[src/rtl/qmulti_defs.vh]
// Shared defaults and Q16.16 constants for the qmulti family; guarded so any
// number of files can pull it in.
`ifndef QMULTI_DEFS_VH
`define QMULTI_DEFS_VH

`define QMULTI_WIDTH 32
`define QMULTI_FRAC  16

`define QMULTI_SM(sign_bit, magnitude) {(sign_bit), (magnitude)}

`define QMULTI_ONE  32'h00010000
`define QMULTI_HALF 32'h00008000

`endif

[src/rtl/qmulti_pkg.sv]
// Common parameters and helpers for the pipelined sign-magnitude multiplier.
package qmulti_pkg;

    localparam int DEF_WIDTH = 32;
    localparam int DEF_FRAC  = 16;

    localparam logic [31:0] Q16_ONE  = 32'h00010000;
    localparam logic [31:0] Q16_HALF = 32'h00008000;

    // Full product width of two (width-1)-bit magnitudes.
    function automatic int prod_width(input int width);
        return 2 * (width - 1);
    endfunction

endpackage

[src/rtl/qmulti_round_sat.sv]
// Final-stage arithmetic: scale the full product down by FRAC, optionally
// round and saturate, and rebuild a sign-magnitude word without negative zero.
module qmulti_round_sat
    import qmulti_pkg::*;
#(
    parameter int WIDTH = DEF_WIDTH,
    parameter int FRAC  = DEF_FRAC,
    parameter int ROUND = 1,
    parameter int SAT   = 1
) (
    input  logic [prod_width(WIDTH)-1:0] prod,
    input  logic                         sign,
    output logic [WIDTH-1:0]             result,
    output logic                         ovf
);

    localparam int PW = prod_width(WIDTH);

    // One spare bit on top so the rounding increment can never wrap.
    logic [PW:0]      q_ext;
    logic [WIDTH-2:0] mag;

    always_comb begin
        q_ext = {1'b0, prod} >> FRAC;
        if (ROUND != 0) begin
            q_ext = q_ext + {{PW{1'b0}}, prod[FRAC-1]};
        end
        ovf = |q_ext[PW:WIDTH-1];
        if ((SAT != 0) && ovf) begin
            mag = '1;
        end else begin
            mag = q_ext[WIDTH-2:0];
        end
        result = {sign & (|mag), mag};
    end

endmodule

[src/rtl/qmulti_pipe.sv]
// Three-stage valid/ready sign-magnitude fixed-point multiplier: operand
// register, product register, rounded/saturated result register.
module qmulti_pipe
    import qmulti_pkg::*;
#(
    parameter int WIDTH = DEF_WIDTH,
    parameter int FRAC  = DEF_FRAC,
    parameter int ROUND = 1,
    parameter int SAT   = 1
) (
    input  logic             clk,
    input  logic             rst_n,
    input  logic             in_valid,
    output logic             in_ready,
    input  logic [WIDTH-1:0] multi1,
    input  logic [WIDTH-1:0] multi2,
    output logic             out_valid,
    input  logic             out_ready,
    output logic [WIDTH-1:0] result,
    output logic             overflow
);

    localparam int PW = prod_width(WIDTH);

    logic             s1_valid;
    logic [WIDTH-2:0] s1_mag_a;
    logic [WIDTH-2:0] s1_mag_b;
    logic             s1_sign;

    logic             s2_valid;
    logic [PW-1:0]    s2_prod;
    logic             s2_sign;

    logic             s3_valid;

    logic             s1_free;
    logic             s2_free;
    logic             s3_free;

    logic [WIDTH-1:0] rs_result;
    logic             rs_ovf;

    // A stage may load when it is empty or its contents leave on this edge;
    // chaining these lets bubbles collapse and keeps full-rate flow.
    assign s3_free  = !s3_valid || out_ready;
    assign s2_free  = !s2_valid || s3_free;
    assign s1_free  = !s1_valid || s2_free;
    assign in_ready = s1_free;

    assign out_valid = s3_valid;

    always_ff @(posedge clk or negedge rst_n) begin
        if (!rst_n) begin
            s1_valid <= 1'b0;
            s1_mag_a <= '0;
            s1_mag_b <= '0;
            s1_sign  <= 1'b0;
        end else if (s1_free) begin
            s1_valid <= in_valid;
            if (in_valid) begin
                s1_mag_a <= multi1[WIDTH-2:0];
                s1_mag_b <= multi2[WIDTH-2:0];
                s1_sign  <= multi1[WIDTH-1] ^ multi2[WIDTH-1];
            end
        end
    end

    always_ff @(posedge clk or negedge rst_n) begin
        if (!rst_n) begin
            s2_valid <= 1'b0;
            s2_prod  <= '0;
            s2_sign  <= 1'b0;
        end else if (s2_free) begin
            s2_valid <= s1_valid;
            if (s1_valid) begin
                s2_prod <= PW'(s1_mag_a) * PW'(s1_mag_b);
                s2_sign <= s1_sign;
            end
        end
    end

    qmulti_round_sat #(
        .WIDTH (WIDTH),
        .FRAC  (FRAC),
        .ROUND (ROUND),
        .SAT   (SAT)
    ) u_round_sat (
        .prod   (s2_prod),
        .sign   (s2_sign),
        .result (rs_result),
        .ovf    (rs_ovf)
    );

    // Result only changes when a new product is loaded, so it holds under stall.
    always_ff @(posedge clk or negedge rst_n) begin
        if (!rst_n) begin
            s3_valid <= 1'b0;
            result   <= '0;
            overflow <= 1'b0;
        end else if (s3_free) begin
            s3_valid <= s2_valid;
            if (s2_valid) begin
                result   <= rs_result;
                overflow <= rs_ovf;
            end
        end
    end

endmodule
[config.mk]
export PLATFORM = sky130hd
export DESIGN_NAME = qmulti_pipe
export DESIGN_NICKNAME = d
export VERILOG_FILES = /design/src/rtl/qmulti_defs.vh /design/src/rtl/qmulti_pkg.sv /design/src/rtl/qmulti_round_sat.sv /design/src/rtl/qmulti_pipe.sv
export SDC_FILE = /design/constraint.sdc
export NUM_CORES = 2
export LEC_CHECK = 0
export CAP_MARGIN = 20
export CORE_MARGIN = 1
export CORE_UTILIZATION = 65
export CTS_BUF_LIST = sky130_fd_sc_hd__clkbuf_8
export CTS_CLUSTER_DIAMETER = 200
export DETAILED_ROUTE_END_ITERATION = 10
export PLACE_DENSITY = 0.94
export RECOVER_POWER = 25
export SYNTH_ARGS = -nofsm -noshare
export SYNTH_HDL_FRONTEND = slang
export SYNTH_HIERARCHICAL = 1
export SYNTH_SLANG_ARGS = --single-unit
[constraint.sdc]
create_clock -name clk -period 8.5 [get_ports clk]
set_clock_uncertainty 0.15 [all_clocks]
set_input_delay 0.85 -clock clk [delete_from_list [all_inputs] [get_ports clk]]
set_output_delay 0.85 -clock clk [all_outputs]
set_load 0.01 [all_outputs]
==> images/density.png <==
Drawn at 1.5 px/um. 24 x 24 tiles, from dark blue (low) to red (high), 0 to 100% covered.
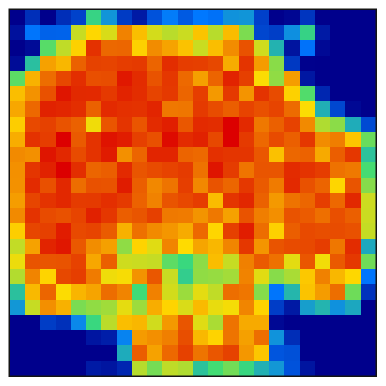
tiles over 75% full = 62%
mean over tiles = 66%
fullest tile = 100%
emptiest ninth of the die = north-east
nearly empty tiles = 12%

==> images/met4.png <==
Drawn at 1.5 px/um. Supply wires on this layer in gray.
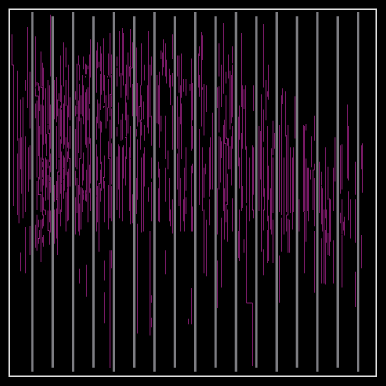
main direction = vertical
nets with wire on the layer = 329

==> images/final_congestion.png <==
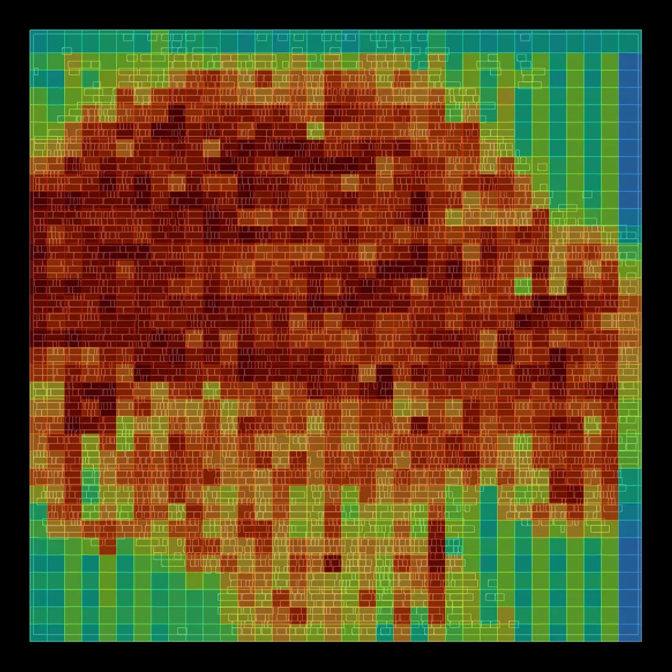
global-route track usage on met1: 41.8%
fraction of met2 tracks used by global routing: 63.2%
post-detailed-route wirelength per cell: 22.7 um
final core occ: 69.6%

==> images/port_nets.png <==
Drawn at 1 px/um.
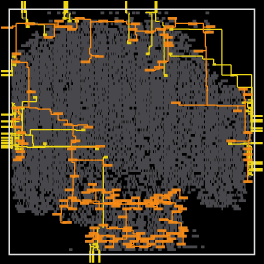
orange -> rst_n  # direction input, end cells 147, buffers 2, wire 1670 um
yellow -> multi2  # direction input, end cells 32, buffers 32, wire 1390 um

==> images/clock_map.png <==
Drawn at 1.5 px/um.
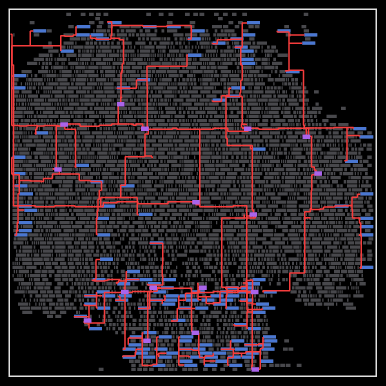
purple -> cells driving clock nets  # count 17
blue -> flip-flops  # count 147
red -> clock wires  # length 3220 um
routed clock nets = 18

[registers in the layout, summed over array words and instances, names as in the netlist, 31 cells and up]
register,count
s2_prod,47
s1_mag_b,31
s1_mag_a,31
result,32
[critical path, stage by stage (launching register included)]
cell and delay, ns:
dfrtp_1 0.95, buf_4 0.30, nand2_1 0.09, fa_1 0.40
inv_1 0.10, fa_1 0.42, inv_1 0.09, fa_1 0.46
fa_1 0.54, inv_1 0.06, fa_1 0.72, fa_1 0.49
fa_1 0.52, fa_1 0.43, ha_1 0.39, and4_1 0.28
and2_1 0.17, a31oi_1 0.15, nand2_1 0.09, nand3b_1 0.33
a41oi_1 0.48, a311oi_1 0.19, xnor2_1 0.20, o21ai_0 0.09
[worst paths after layout]
check | slack [ns] | depth (start not counted) | end
hold / removal | 0.36 | 2 | s2_prod[16]$_DFFE_PN0P_
max in group asynchronous | 2.35 | 2 | result[14]$_DFFE_PN0P_
hold reg to reg | 0.36 | 2 | s2_prod[16]$_DFFE_PN0P_
setup reg to reg | 0.19 | 23 | s2_prod[58]$_DFFE_PN0P_
min in group asynchronous | 2.00 | 1 | s1_mag_b[20]$_DFFE_PN0P_
setup / recovery | 0.19 | 23 | s2_prod[58]$_DFFE_PN0P_
[area by class of cell]
class | instances | area (sq um) | share of cell area [%]
Multi-Input combinational cell | 2915 | 30400 | 75.8
Timing Repair Buffer | 201 | 1780 | 4.42
Inverter | 775 | 2910 | 7.24
Antenna cell | 2 | 5.00 | 0.0125
Tap cell | 765 | 957 | 2.38
Clock inverter | 13 | 115 | 0.287
Sequential cell | 147 | 3710 | 9.23
Clock buffer | 18 | 248 | 0.617
[metal layers]
metal / global-route usage [%] / wire length, um / part of all wire (%)
met3: 11.9 / 11700 / 11
met1: 41.8 / 33900 / 31
met2: 63.2 / 52500 / 48
met5: 0.735 / 116 / 0.11
met4: 34.7 / 11500 / 10
[metrics by stage]
| stage | hold slack (ns) | instances | util (%) | worst slack (ns) |
|---|---|---|---|---|
| 2_1_floorplan | 0.289 | 4077 | - | 1.24 |
| 3_3_place_gp | 0.313 | 4802 | 68.9 | 0.549 |
| 3_5_place_dp | 0.329 | 4802 | 68.9 | 0.324 |
| 4_1_cts | 0.182 | 4833 | 69.5 | 0.239 |
| 5_1_grt | 0.380 | 4835 | 69.6 | 0.00372 |
| 6_report | 0.362 | 4836 | 69.6 | 0.195 |
[what timing repair did]
action | CTS | global route
setup buffers | 0 | 0
resized | 0 | 23
endpoints found under the setup margin | 0 | 10
==> run summary <==
Results of the run.

In this run the worst path has a maximum fanout of 19. The cell sitting at the root of the clock tree is a clkbuf_8. The CTS sink count is 147. The post-route netlist has 6.56% of its cells at a drive strength greater than 1. The starting utilization of the core area is 65.8%. The placeable core area is 57700 sq um.

The critical path is of the flop to flop type. For this run the aggregate overflow at the end of global routing stands at 0. During I/O placement, the number of pins put on the boundary was 103. The area growth from synthesis to layout is 5.76%. The placed cell area is 39800 sq um. The total clock buffers created by CTS is 17.

Entering global routing, the biggest net connects 100 pins. The detailed router finished its first iteration with 3169 violations. Per the skew report, the later register of the worst-skew pair sees a clock latency of 0.59 ns.

The most critical setup path has its startpoint at s1_mag_b[18]$_DFFE_PN0P_. The maximum level of the CTS H-tree is 4.

The shortest clock period the worst path allows after layout is 8.31 ns. The post-DP HPWL is 85.9 mm. The filler cell count in the final layout is 3796. The average cell area after synthesis is 9.31 sq um. Hold-check failures listed in the final report amount to 0. The maximum clock frequency is 120 MHz. The clock passes through at most 2 buffers. The startpoint of the lowest-slack register-to-register path is s1_mag_b[18]$_DFFE_PN0P_. The transition time recorded at the tightest slew-check pin is 5.20 ns. The final timing report lists a max-slew violation count of 150. The first-pass GRT wire length is 177 mm.

Setup repair after global routing left no endpoint under its margin. The synthesized netlist occupies a cell area of 38000 sq um. According to the hold report, the worst path is of the flop to flop type. The max-cap violation count is 2. The worst setup path is launched from a flop. The hold path startpoint is s2_prod[16]$_DFFE_PN0P_. The total setup violations reported at the end of the flow is 0. The DRC violation total left in the routed layout is recorded as 0.

The final weighted congestion recorded by global placement is 0.969. STA classifies the critical path endpoint as a flop. The area of the chip is 59400 sq um. By instance count after routing, the leading logic cell types are fa_1, inv_1, nand2_1, and2_1, ha_1. The flow ran to the end, but the final reports show violations. The via count of the first global-routing pass is 34347. TritonCTS built the clock tree.

The part of the cycle the worst path needs is 97.7%. Counting every instance in the synthesized netlist gives 4077. The clock-pin transition on the worst setup and hold timing paths is 0.13 ns. The count of warning messages emitted by the tools is 32. The checks that failed: max-capacitance violations, max-slew violations. Hold repair after CTS inserted 0 buffers. The detail route stage leaves a number of antenna-violating nets equal to 0. The total global routing track utilization is 39.2%.

The top cell type in the final layout, fill and taps aside, is fa_1. In this run the horizontal extent of the chip is 244 um. The via total after detailed routing is 30315. For this run, the post-layout net count is 5219. The max-slew headroom at the worst pin is -247%. The detailed-route vias per instance is 6.27. Before antenna repair, the detailed router went through 10 iterations. The vertical die dimension reported for this design is 244 um. The number of antenna violations at the first check in global routing is 4. On the critical path the data arrives at 8.56 ns.

The accumulated negative setup slack is 0 ns. The final report gives the standard cell area, fillers excluded, as 40200 sq um. After floorplanning, the core was divided into 88 placement rows. The overall routed net length is 110 mm. The data required time at the worst endpoint is 8.75 ns.

The tally of yosys warning messages is 6. The net count after synthesis is 5239. Per the placement log, port buffering inserted 102 buffers.
